### Signal metal coverage by tile

Drawn at 3 px/micron. 27 x 19 tiles, from black (low) to pale yellow (high), scaled to the fullest tile. Values are wire area over tile area, all layers added.
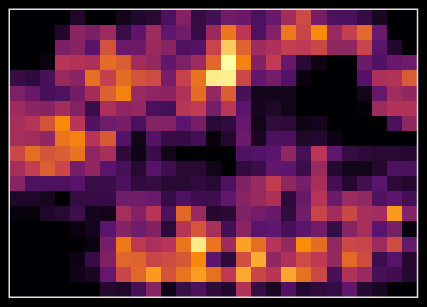
### Clock routing

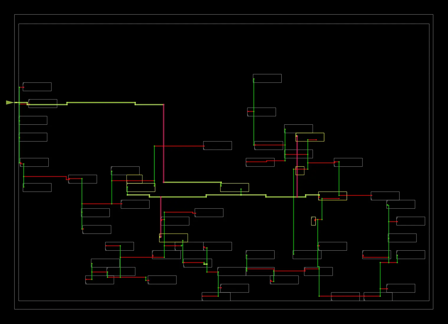
### config.mk
export PLATFORM = sky130hd
export DESIGN_NAME = dpram_arbiter
export DESIGN_NICKNAME = d
export VERILOG_FILES = /design/src/rtl/dpram_arb_pkg.sv /design/src/rtl/dpram_arbiter_pick.sv /design/src/rtl/dpram_arbiter.sv
export SDC_FILE = /design/constraint.sdc
export NUM_CORES = 1
export LEC_CHECK = 0
export CORE_ASPECT_RATIO = 0.7
export CORE_MARGIN = 1
export CORE_UTILIZATION = 30
export DETAILED_ROUTE_END_ITERATION = 8
export DONT_BUFFER_PORTS = 1
export PLACE_DENSITY = 0.45
export SLEW_MARGIN = 20
export SYNTH_ARGS = -nofsm -noshare
export SYNTH_HDL_FRONTEND = slang
export SYNTH_SLANG_ARGS = --single-unit
### constraint.sdc
create_clock -name clk -period 7.11 [get_ports clk]
set_clock_uncertainty 0.15 [all_clocks]
set_input_delay 2.133 -clock clk [delete_from_list [all_inputs] [get_ports clk]]
set_output_delay 2.133 -clock clk [all_outputs]
set_load 0.01 [all_outputs]
### src/rtl/dpram_arb_pkg.sv
// Shared definitions for the dual-port RAM arbiter.
//   DEF_DATA_WIDTH / DEF_ADDRESS_WIDTH : default RAM geometry
//   tag_t                              : per-port pending-read tag {valid, id}
//   rr_next(req, ptr, n)               : returns {found, index} of the first set
//                                        request at or after ptr, modulo n
package dpram_arb_pkg;

    localparam int unsigned DEF_DATA_WIDTH    = 8;
    localparam int unsigned DEF_ADDRESS_WIDTH = 4;
    localparam int unsigned MAX_REQ           = 8;
    localparam int unsigned ID_WIDTH          = 3;

    typedef struct packed {
        logic                valid;
        logic [ID_WIDTH-1:0] id;
    } tag_t;

    function automatic logic [ID_WIDTH:0] rr_next(
        input logic [MAX_REQ-1:0]  req,
        input logic [ID_WIDTH-1:0] ptr,
        input int unsigned         n
    );
        logic [ID_WIDTH:0] res;
        int unsigned       idx;
        res = '0;
        for (int unsigned k = 0; k < MAX_REQ; k++) begin
            idx = (32'(ptr) + k) % n;
            if (k < n && !res[ID_WIDTH] && req[idx[ID_WIDTH-1:0]]) begin
                res = {1'b1, idx[ID_WIDTH-1:0]};
            end
        end
        return res;
    endfunction

endpackage

### src/rtl/dpram_arbiter_pick.sv
// Combinational round-robin pick of the first two active requesters.
//   req   : request vector
//   ptr   : scan start index
//   hit1  : cand1 valid (first request in scan order)
//   cand1 : index of first request
//   hit2  : cand2 valid (second request in scan order)
//   cand2 : index of second request
module dpram_rr_pick
    import dpram_arb_pkg::*;
#(
    parameter int unsigned NUM_REQ = 4
) (
    input  logic [NUM_REQ-1:0]         req,
    input  logic [$clog2(NUM_REQ)-1:0] ptr,
    output logic                       hit1,
    output logic [$clog2(NUM_REQ)-1:0] cand1,
    output logic                       hit2,
    output logic [$clog2(NUM_REQ)-1:0] cand2
);

    localparam int unsigned PW = $clog2(NUM_REQ);

    logic [MAX_REQ-1:0] req_ext;
    logic [MAX_REQ-1:0] req_rest;
    logic [ID_WIDTH:0]  p1;
    logic [ID_WIDTH:0]  p2;

    // The second candidate is the first hit once cand1 is masked out,
    // which is the next request after cand1 in scan order.
    always_comb begin
        req_ext                = '0;
        req_ext[NUM_REQ-1:0]   = req;
        p1                     = rr_next(req_ext, ID_WIDTH'(ptr), NUM_REQ);
        req_rest               = req_ext;
        if (p1[ID_WIDTH]) begin
            req_rest[p1[ID_WIDTH-1:0]] = 1'b0;
        end
        p2    = rr_next(req_rest, ID_WIDTH'(ptr), NUM_REQ);
        hit1  = p1[ID_WIDTH];
        cand1 = PW'(p1[ID_WIDTH-1:0]);
        hit2  = p2[ID_WIDTH];
        cand2 = PW'(p2[ID_WIDTH-1:0]);
    end

endmodule

### src/rtl/dpram_arbiter.sv
// Round-robin arbiter sharing the two ports of dp_ram among NUM_REQ clients.
// Up to two grants per cycle (port 1 = first in scan order, port 2 = second);
// same-address pairs involving a write are serialised. Read data returns to
// the requester the cycle after its grant.
// Optional feature macro: DPRAM_ARB_CONFLICT_CNT_EN adds output conflict_cnt.
//   clk, rst            : clock, async active-high reset
//   req, wr_req         : per-requester request / write flag
//   addr_req, wdata_req : flat per-requester address / write data
//   gnt                 : combinational grant
//   rvalid, rdata       : per-requester read return
//   en, wr1, wr2, add_1, add_2, data_1, data_2 : RAM controls
//   out_1, out_2        : RAM read data
//   conflict_cnt        : saturating count of deferred conflicts (optional)
module dpram_arbiter
    import dpram_arb_pkg::*;
#(
    parameter int unsigned NUM_REQ       = 4,
    parameter int unsigned DATA_WIDTH    = DEF_DATA_WIDTH,
    parameter int unsigned ADDRESS_WIDTH = DEF_ADDRESS_WIDTH
) (
    input  logic                             clk,
    input  logic                             rst,
    input  logic [NUM_REQ-1:0]               req,
    input  logic [NUM_REQ-1:0]               wr_req,
    input  logic [NUM_REQ*ADDRESS_WIDTH-1:0] addr_req,
    input  logic [NUM_REQ*DATA_WIDTH-1:0]    wdata_req,
    output logic [NUM_REQ-1:0]               gnt,
    output logic [NUM_REQ-1:0]               rvalid,
    output logic [NUM_REQ*DATA_WIDTH-1:0]    rdata,
    output logic                             en,
    output logic                             wr1,
    output logic                             wr2,
    output logic [ADDRESS_WIDTH-1:0]         add_1,
    output logic [ADDRESS_WIDTH-1:0]         add_2,
    output logic [DATA_WIDTH-1:0]            data_1,
    output logic [DATA_WIDTH-1:0]            data_2,
    input  logic [DATA_WIDTH-1:0]            out_1,
    input  logic [DATA_WIDTH-1:0]            out_2
`ifdef DPRAM_ARB_CONFLICT_CNT_EN
    ,
    output logic [15:0]                      conflict_cnt
`endif
);

    localparam int unsigned PW = $clog2(NUM_REQ);

    logic [PW-1:0]              ptr, ptr_next;
    logic [PW-1:0]              cand1, cand2;
    logic                       hit1, hit2;
    logic                       conflict, use1, use2;
    logic                       w1, w2;
    logic [ADDRESS_WIDTH-1:0]   a1, a2;
    logic [ADDRESS_WIDTH-1:0]   add_1_q, add_2_q;
    logic [PW-1:0]              r1_id, r2_id;
    tag_t                       tag1, tag2;
    logic [NUM_REQ*DATA_WIDTH-1:0] rdata_q;

    dpram_rr_pick #(.NUM_REQ(NUM_REQ)) u_pick (
        .req   (req),
        .ptr   (ptr),
        .hit1  (hit1),
        .cand1 (cand1),
        .hit2  (hit2),
        .cand2 (cand2)
    );

    always_comb begin
        a1       = addr_req[cand1*ADDRESS_WIDTH +: ADDRESS_WIDTH];
        a2       = addr_req[cand2*ADDRESS_WIDTH +: ADDRESS_WIDTH];
        w1       = wr_req[cand1];
        w2       = wr_req[cand2];
        conflict = hit1 && hit2 && (a1 == a2) && (w1 || w2);
        use1     = hit1 && !rst;
        use2     = hit2 && !conflict && !rst;

        gnt = '0;
        if (use1) gnt[cand1] = 1'b1;
        if (use2) gnt[cand2] = 1'b1;

        en     = use1 || use2;
        wr1    = use1 && w1;
        wr2    = use2 && w2;
        // An idle port keeps presenting its last address.
        add_1  = use1 ? a1 : add_1_q;
        add_2  = use2 ? a2 : add_2_q;
        data_1 = wr1 ? wdata_req[cand1*DATA_WIDTH +: DATA_WIDTH] : '0;
        data_2 = wr2 ? wdata_req[cand2*DATA_WIDTH +: DATA_WIDTH] : '0;

        ptr_next = ptr;
        if (use2) begin
            ptr_next = PW'((32'(cand2) + 32'd1) % NUM_REQ);
        end else if (use1) begin
            ptr_next = PW'((32'(cand1) + 32'd1) % NUM_REQ);
        end
    end

    // Read return: RAM data is valid the cycle after the access, so the
    // tagged slot passes out_x straight through and then holds it.
    always_comb begin
        r1_id  = PW'(tag1.id);
        r2_id  = PW'(tag2.id);
        rvalid = '0;
        rdata  = rdata_q;
        if (tag1.valid) begin
            rvalid[r1_id]                          = 1'b1;
            rdata[r1_id*DATA_WIDTH +: DATA_WIDTH]  = out_1;
        end
        if (tag2.valid) begin
            rvalid[r2_id]                          = 1'b1;
            rdata[r2_id*DATA_WIDTH +: DATA_WIDTH]  = out_2;
        end
    end

    always_ff @(posedge clk or posedge rst) begin
        if (rst) begin
            ptr     <= '0;
            add_1_q <= '0;
            add_2_q <= '0;
            tag1    <= '0;
            tag2    <= '0;
            rdata_q <= '0;
        end else begin
            ptr     <= ptr_next;
            add_1_q <= add_1;
            add_2_q <= add_2;
            tag1    <= '{valid: use1 && !w1, id: ID_WIDTH'(cand1)};
            tag2    <= '{valid: use2 && !w2, id: ID_WIDTH'(cand2)};
            rdata_q <= rdata;
        end
    end

`ifdef DPRAM_ARB_CONFLICT_CNT_EN
    always_ff @(posedge clk or posedge rst) begin
        if (rst) begin
            conflict_cnt <= '0;
        end else if (conflict && conflict_cnt != 16'hFFFF) begin
            conflict_cnt <= conflict_cnt + 16'd1;
        end
    end
`endif

endmodule

==> Changelog: implementation <==
### Implementation results

- HP Class: reg -> reg
- # DRC: 0
- DR WL met2: 5.51 mm
- Most flop-heavy register: rdata_q
- Met1 Usage GRT: 27.9%
- Largest register FFs: 32
- I/O pin count: 141
- Placed Area: 3950 sq um
- Met3 routed WL: 1.23 mm
- RSZ-0062 raised after global routing: yes
- Worst Setup End Kind: output port
- Yosys top cell by area: dfrtp_1
- Synthesis area per yosys: 3750 sq um
- Nets: 520
- Total negative slack: 0 ns
- Max Fclk: 144 MHz
- Final worst slack: 0.175 ns
- Final setup violation count: 0
- Pre-CTS setup slack: 0.114 ns
- Cell Chain, Critical Path: nor2b_1 > or4_4 > nand3_2 > clkinvlp_4 > mux2i_1 > a22o_1 > a2111oi_4 > a41oi_2 > buf_4 > mux2_2
- CP Class: in -> out
- Largest net degree at the start of global routing: 49
- Final Instance Count excl. Fillers: 591
- Ys flops: 48
- Largest regs: rdata_q (32), add_1_q (4), add_2_q (4)
- Grt ovf: 0
- Relative slew slack: 23.1%
- Most common logic cells in the final layout: nand2_1 (98), dfrtp_1 (48), o21ai_0 (41)
- Outcome: finished clean
- Critical path's top delay family: simple AND/OR/NAND/NOR gates
- Die height: 95.5 microns
- Top Layer Used: met4
- WHS Endpoint: add_2_q[1]
- Dominant cell by count in the synthesized netlist: nand2_1
- Die X: 136 microns
- CP Launch Point: req[0]
- Max Slew Vio Count: 0
- Arr. time, crit path: 4.65 ns
- Final period utilization: 97.5%
- Routing layer with the top usage in global route: met1
- Cell area leaders: dfrtp_1 (32%), nand2_1 (9.8%), a22oi_1 (6.2%)
- Site row count: 33
- DR iter-0 viols: 260
- Post-synth EDFFs: 0
- Power, Total: 1.56 mW
- Post-Synthesis Cell Area: 3750 sq um
- Avg Cell Area, Syn: 8.58 sq um
- Max incr delay on CP: 0.55 ns
- Chip area: 12900 sq um
- Cell total in the yosys stat output: 437
- Flop2flop setup slack: 3.60 ns
- Post-CTS Resized: 0
- Reg2reg end: add_2_q[1]
- Cell area after layout: 4120 sq um
- Final core occ: 34.5%
- CTS tree: done
- Via density: 5.76
- Worst Path Buf+Inv: 2
- Sequential area share after synthesis: 32.1%
- Commonest flop: dfrtp_1
- Core footprint: 11900 sq um
- Hold path start: add_2_q[1]
- Synth cell types: 64
- Most frequent logic cell in the layout: nand2_1
- M1 WL: 5.74 mm
- Max_cap viols: 0
- Number of synthesis warnings: 0
- Critical path's slowest cell: or4_4
- Initial antenna violation count: 0
- Antenna viol nets, final: 0
- Levels on crit path: 10
- Port bufs: 0
- Area leader share: 32.1%
- Final GP Congestion: 0.850
- Maximum clock path buffer count: 2
- First-pass GRT wire length: 18.7 mm
- CP Max Fanout: 19
- Pleak: 1.70 nW
- Final Hold Viols: 0
- Async set-reset flop share out of synthesis: 100%
- CTS root buf: clkbuf_16
- Antenna Cells: 0
- Setup repair bufs after CTS: 0
- Crit start category: input port
Back to the opening pictures, 'Signal metal coverage by tile':
15% of the tiles are nearly empty. The mean over all tiles is 0.16. 18% of the tiles are over half the peak. The emptiest ninth of the die: bottom left. The fullest tile reaches 0.55.
vias: 3404
wire per inst: 21.2 microns
Tot GR Track Use: 19.1%

Back to the opening pictures, 'Clock routing':
clkbuf count: 7
cts bufs inserted: 5
# clock sinks: 48
Insertion Delay late pin: 0.28 ns

==> cell families after synthesis <==
kind of cell	synth area share, %
adder cells (fa/ha/maj)	4.34
AND-OR/OR-AND	24.0
flip-flops	32.1
multiplexers	10.0
AND/OR/NAND/NOR	22.6
buffers and inverters	6.28
XOR/XNOR	0.701
==> report_power, final <==
| part | total, mW | internal [mW] | switching, mW |
|---|---|---|---|
| logic | 0.863 | 0.338 | 0.525 |
| clock network | 0.245 | 0.140 | 0.105 |
| registers | 0.453 | 0.383 | 0.0709 |
| total | 1.56 | 0.861 | 0.700 |
==> final cells by class <==
class / instances / area [sq um]
inverters: 17 / 67.6
clock inverters: 1 / 7.51
well taps: 157 / 196
flip-flops and latches: 48 / 1200
multi-input cells: 339 / 2330
fillers: 1207 / 7820
clock buffers: 7 / 143
repair buffers: 22 / 165
Power and IR drop assume default switching activity.
